==> config.mk <==
export PLATFORM = sky130hd
export DESIGN_NAME = serial_sub_ctrl
export DESIGN_NICKNAME = d
export VERILOG_FILES = /design/src/rtl/serial_sub_ctrl_pkg.sv /design/src/rtl/serial_sub_ctrl_fullsub.sv /design/src/rtl/serial_sub_ctrl.sv
export SDC_FILE = /design/constraint.sdc
export NUM_CORES = 1
export LEC_CHECK = 0
export ABC_AREA = 1
export ABC_CLOCK_PERIOD_IN_PS = 1650
export CORE_ASPECT_RATIO = 0.7
export CORE_MARGIN = 5
export CORE_UTILIZATION = 35
export CTS_BUF_LIST = sky130_fd_sc_hd__clkbuf_8
export DETAILED_ROUTE_END_ITERATION = 10
export MAX_ROUTING_LAYER = met4
export PLACE_DENSITY = 0.6
export SLEW_MARGIN = 30
export SYNTH_ARGS = -nofsm -noshare
export SYNTH_HDL_FRONTEND = slang
export SYNTH_SLANG_ARGS = --single-unit
==> constraint.sdc <==
create_clock -name clk -period 1.65 [get_ports clk]
set_input_delay 0.33 -clock clk [delete_from_list [all_inputs] [get_ports clk]]
set_output_delay 0.33 -clock clk [all_outputs]
set_load 0.1 [all_outputs]
==> src/rtl/serial_sub_ctrl_pkg.sv <==
// ============================================================================
// Module      : serial_sub_ctrl_pkg
// Description : Shared FSM encodings and default operand width for serial_sub_ctrl.
// Revision    : 1.0 - initial release
// ============================================================================
`default_nettype none

package serial_sub_ctrl_pkg;

    localparam int DEFAULT_WIDTH = 8;

    typedef enum logic [1:0] {
        IDLE  = 2'd0,
        SHIFT = 2'd1,
        DONE  = 2'd2
    } state_e;

endpackage

`default_nettype wire

==> src/rtl/serial_sub_ctrl_fullsub.sv <==
// ============================================================================
// Module      : serial_sub_ctrl_fullsub
// Description : One-bit full subtractor cell, d = a - b - bi.
// Revision    : 1.0 - initial release
// ============================================================================
`default_nettype none

module serial_sub_ctrl_fullsub (
    input  logic a_i,
    input  logic b_i,
    input  logic bi_i,
    output logic d_o,
    output logic bo_o
);

    assign d_o  = a_i ^ b_i ^ bi_i;
    assign bo_o = (~a_i & b_i) | (~(a_i ^ b_i) & bi_i);

endmodule

`default_nettype wire

==> src/rtl/serial_sub_ctrl.sv <==
// ============================================================================
// Module      : serial_sub_ctrl
// Description : Bit-serial, LSB-first subtractor computing a - b - bin.
// Revision    : 1.0 - initial release
// ============================================================================
`default_nettype none

module serial_sub_ctrl
    import serial_sub_ctrl_pkg::*;
#(
    parameter int WIDTH = DEFAULT_WIDTH
) (
    input  logic             clk,
    input  logic             rst_n,
    input  logic             start,
    input  logic [WIDTH-1:0] a,
    input  logic [WIDTH-1:0] b,
    input  logic             bin,
    output logic             busy,
    output logic             done,
    output logic [WIDTH-1:0] diff,
    output logic             bout,
    output logic             ovf
);

    localparam int               CNT_W    = $clog2(WIDTH) + 1;
    localparam logic [CNT_W-1:0] LAST_BIT = CNT_W'(WIDTH - 1);

    state_e             state_q;
    logic [WIDTH-1:0]   a_q;
    logic [WIDTH-1:0]   b_q;
    logic [WIDTH-1:0]   res_q;
    logic [CNT_W-1:0]   cnt_q;
    logic               brw_q;
    logic               busy_q;
    logic               done_q;
    logic               bout_q;
    logic               ovf_q;

    logic               bit_d;
    logic               brw_d;
    logic [WIDTH-1:0]   res_d;

    serial_sub_ctrl_fullsub u_fullsub (
        .a_i  (a_q[0]),
        .b_i  (b_q[0]),
        .bi_i (brw_q),
        .d_o  (bit_d),
        .bo_o (brw_d)
    );

    // Result enters at the MSB so that after WIDTH shifts bit 0 lands at bit 0.
    assign res_d = {bit_d, res_q[WIDTH-1:1]};

    always_ff @(posedge clk or negedge rst_n) begin
        if (!rst_n) begin
            state_q <= IDLE;
            a_q     <= '0;
            b_q     <= '0;
            res_q   <= '0;
            cnt_q   <= '0;
            brw_q   <= 1'b0;
            busy_q  <= 1'b0;
            done_q  <= 1'b0;
            bout_q  <= 1'b0;
            ovf_q   <= 1'b0;
        end else begin
            case (state_q)
                IDLE: begin
                    if (start) begin
                        a_q     <= a;
                        b_q     <= b;
                        brw_q   <= bin;
                        cnt_q   <= '0;
                        busy_q  <= 1'b1;
                        state_q <= SHIFT;
                    end
                end
                SHIFT: begin
                    a_q   <= a_q >> 1;
                    b_q   <= b_q >> 1;
                    res_q <= res_d;
                    brw_q <= brw_d;
                    cnt_q <= cnt_q + 1'b1;
                    if (cnt_q == LAST_BIT) begin
                        // brw_q still holds the borrow into the MSB here.
                        bout_q  <= brw_d;
                        ovf_q   <= brw_q ^ brw_d;
                        busy_q  <= 1'b0;
                        done_q  <= 1'b1;
                        state_q <= DONE;
                    end
                end
                DONE: begin
                    done_q  <= 1'b0;
                    state_q <= IDLE;
                end
                default: begin
                    busy_q  <= 1'b0;
                    done_q  <= 1'b0;
                    state_q <= IDLE;
                end
            endcase
        end
    end

    assign busy = busy_q;
    assign done = done_q;
    assign diff = res_q;
    assign bout = bout_q;
    assign ovf  = ovf_q;

endmodule

`default_nettype wire

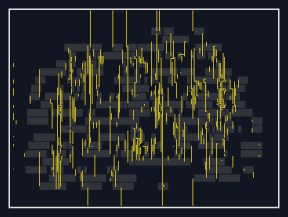
run_1/met2.png
(3 px per um) Cells faint in the background.
wire length on this layer	1290 um
main direction	vertical

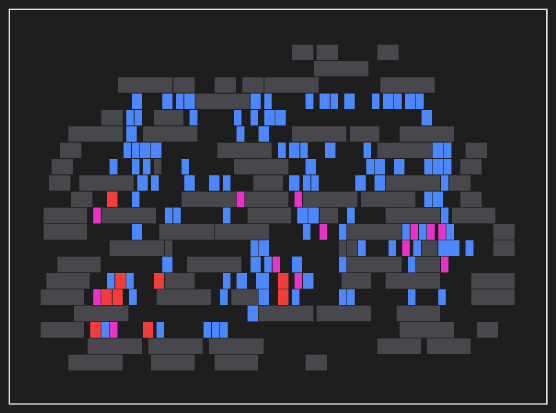
run_1/gate_families.png
(6 px per um)
family	color	cells
NAND gates	blue	108
inverters	magenta	13
inverting AOI/OAI gates	red	9
Commonest Layout Cell: nand2_1
combinational share of cell area: 26.4%
post-route insts no fill: 268

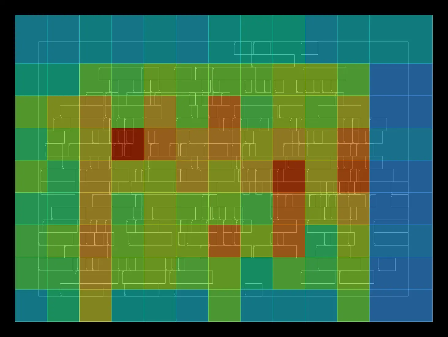
run_1/final_congestion.png
Top Usage Layer GRT: met1
gr usage total: 13.5%
met3 global-route usage: 4.26%

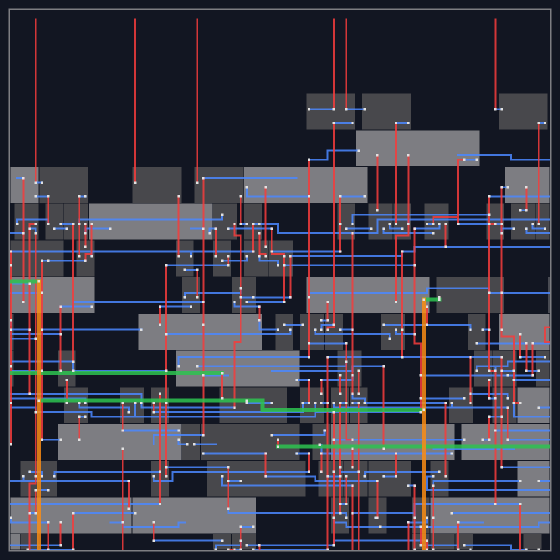
run_1/zoom.png
Window x 25 to 65, y 26 to 66 um. Cells in gray, sequential cells in the stronger gray; small squares are vias.
layer	color
met3	green
met4	orange
met2	red
met1	blue
netlist names of flops here include	b_q (6), a_q (3)
most frequent	nand2_1 (24), nand3_1 (21), dfrtp_1 (13)
cells with their middle in the window	73
sequential cells in the window	13

==> flow_summary.yaml, run 1 <==
# generated from flow reports
layout:
  nNetsFinal: 234
  stdcell_area_um2: 2140
clocking:
  clk_path_buf_depth: 2
  clk_pin_slew_worst_paths_ns: 0.07
min_path:
  min_path_type: "input pin to async pin"
logic_synthesis:
  synthAoiAreaFrac_pct: 2.92
  ys.flops: 35
  ff_type: "dfrtp_1"
  yosys_warnings: 0
critical_path:
  crit_type: "register to output pin"
  crit_chain: "buf_12"
  timing.rr.start: "b_q[0]$_DFFE_PN0P_"
  cp-start-kind: "register"
  required_ns: 1.32
drt:
  dr.pass1.iters: 4
  met3_length_um: 229
  wl_mm: 3.33
final_timing:
  slew_viol_final: 0
  final.period_utilization_pct: 75.5
  tightest_slew_ns: 0.369
  slew_headroom_pct: 75.4
pwr:
  power_leakage_nw: 1.05
  powerComb_mw: 2.69
  p_clk_share_pct: 12.0
grt:
  grt_pass1_wl_mm: 5.95
  grt_max_degree: 36
placement:
  io_buffers: 31
die:
  die_x_um: 89.4
run_status:
  status: "complete, no violations"
==> run 1 -> run 2 <==
--- a/config.mk
+++ b/config.mk
@@ -6,14 +6,14 @@
 export NUM_CORES = 1
 export LEC_CHECK = 0
 export ABC_AREA = 1
-export ABC_CLOCK_PERIOD_IN_PS = 1650
+export ABC_CLOCK_PERIOD_IN_PS = 1100
 export CORE_ASPECT_RATIO = 0.7
 export CORE_MARGIN = 5
 export CORE_UTILIZATION = 35
 export CTS_BUF_LIST = sky130_fd_sc_hd__clkbuf_8
 export DETAILED_ROUTE_END_ITERATION = 10
 export MAX_ROUTING_LAYER = met4
-export PLACE_DENSITY = 0.6
+export PLACE_DENSITY = 0.62
 export SLEW_MARGIN = 30
 export SYNTH_ARGS = -nofsm -noshare
 export SYNTH_HDL_FRONTEND = slang
==> constraint.sdc (replaced) <==
create_clock -name clk -period 1.1 [get_ports clk]
set_input_delay 0.22 -clock clk [delete_from_list [all_inputs] [get_ports clk]]
set_output_delay 0.22 -clock clk [all_outputs]
set_load 0.1 [all_outputs]
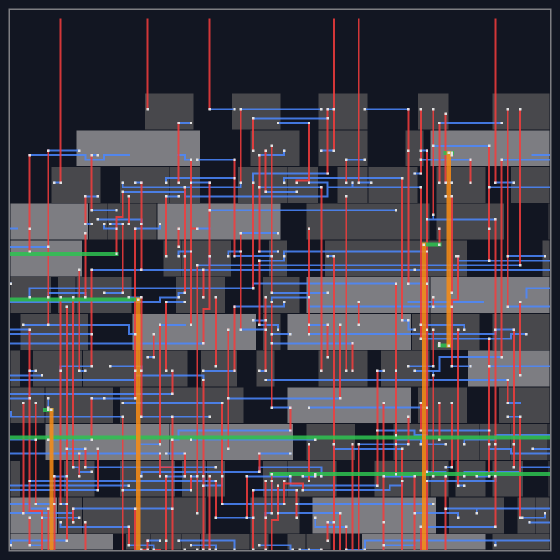
run_2/zoom.png
Window x 25 to 65, y 26 to 66 um. Cells in gray, sequential cells in the stronger gray; small squares are vias.
layer	color
met2	red
met4	orange
met1	blue
met3	green
cells with their middle in the window	80
most frequent	nand3_2 (19), dfrtp_1 (14), nand2_1 (9)
netlist names of flops here include	b_q (7), a_q (5), cnt_q (2)
sequential cells in the window	14

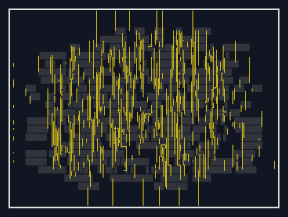
run_2/met2.png
(3 px per um) Cells faint in the background.
share of all routed wire	45%
wire length on this layer	1940 um
Routed WL: 4.29 mm
Vias: 1403
met2 usage: 19.1%

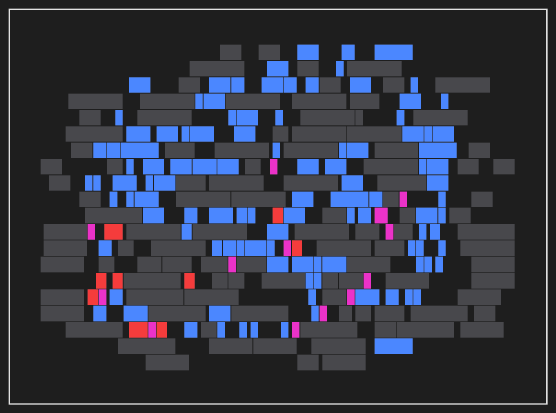
run_2/gate_families.png
(6 px per um)
family	color	cells
NAND gates	blue	108
inverting AOI/OAI gates	red	9
inverters	magenta	13
combinational share of cell area: 32.4%
post-route insts no fill: 289

==> flow_summary.yaml, run 2 <==
# generated from flow reports
run_status:
  status: "finished, violations left"
  violations: "setup timing"
clocking:
  clk_pin_slew_worst_paths_ns: 0.07
  clk_path_buf_depth: 2
final_timing:
  final.period_utilization_pct: 107
  fin_ws_ns: -0.0808
  tightest_slew_ns: 0.220
  final-setup-viol-count: 31
  slew_viol_final: 0
  slew_headroom_pct: 85.4
pwr:
  internal-power_mw: 4.88
  p_clk_share_pct: 11.1
  powerComb_mw: 5.72
  power_leakage_nw: 1.32
grt:
  grt.busiest_layer: "met1"
  grt_use_total_pct: 14.3
  grt_pass1_wl_mm: 6.27
  grtUsageMet3_pct: 4.01
  grt_max_degree: 36
die:
  die_x_um: 89.4
logic_synthesis:
  synthAoiAreaFrac_pct: 2.92
  yosys_warnings: 0
critical_path:
  timing.rr.start: "b_q[0]$_DFFE_PN0P_"
  path_delay_family: "adder cells"
  crit_chain: "inv_2 > fa_2 > nand2_1 > nand2_1"
  cp-start-kind: "register"
  required_ns: 1.32
layout:
  stdcell_area_um2: 2780
drt:
  met3_length_um: 260
Power figures rest on the tool's default switching activity, not on a simulated workload.
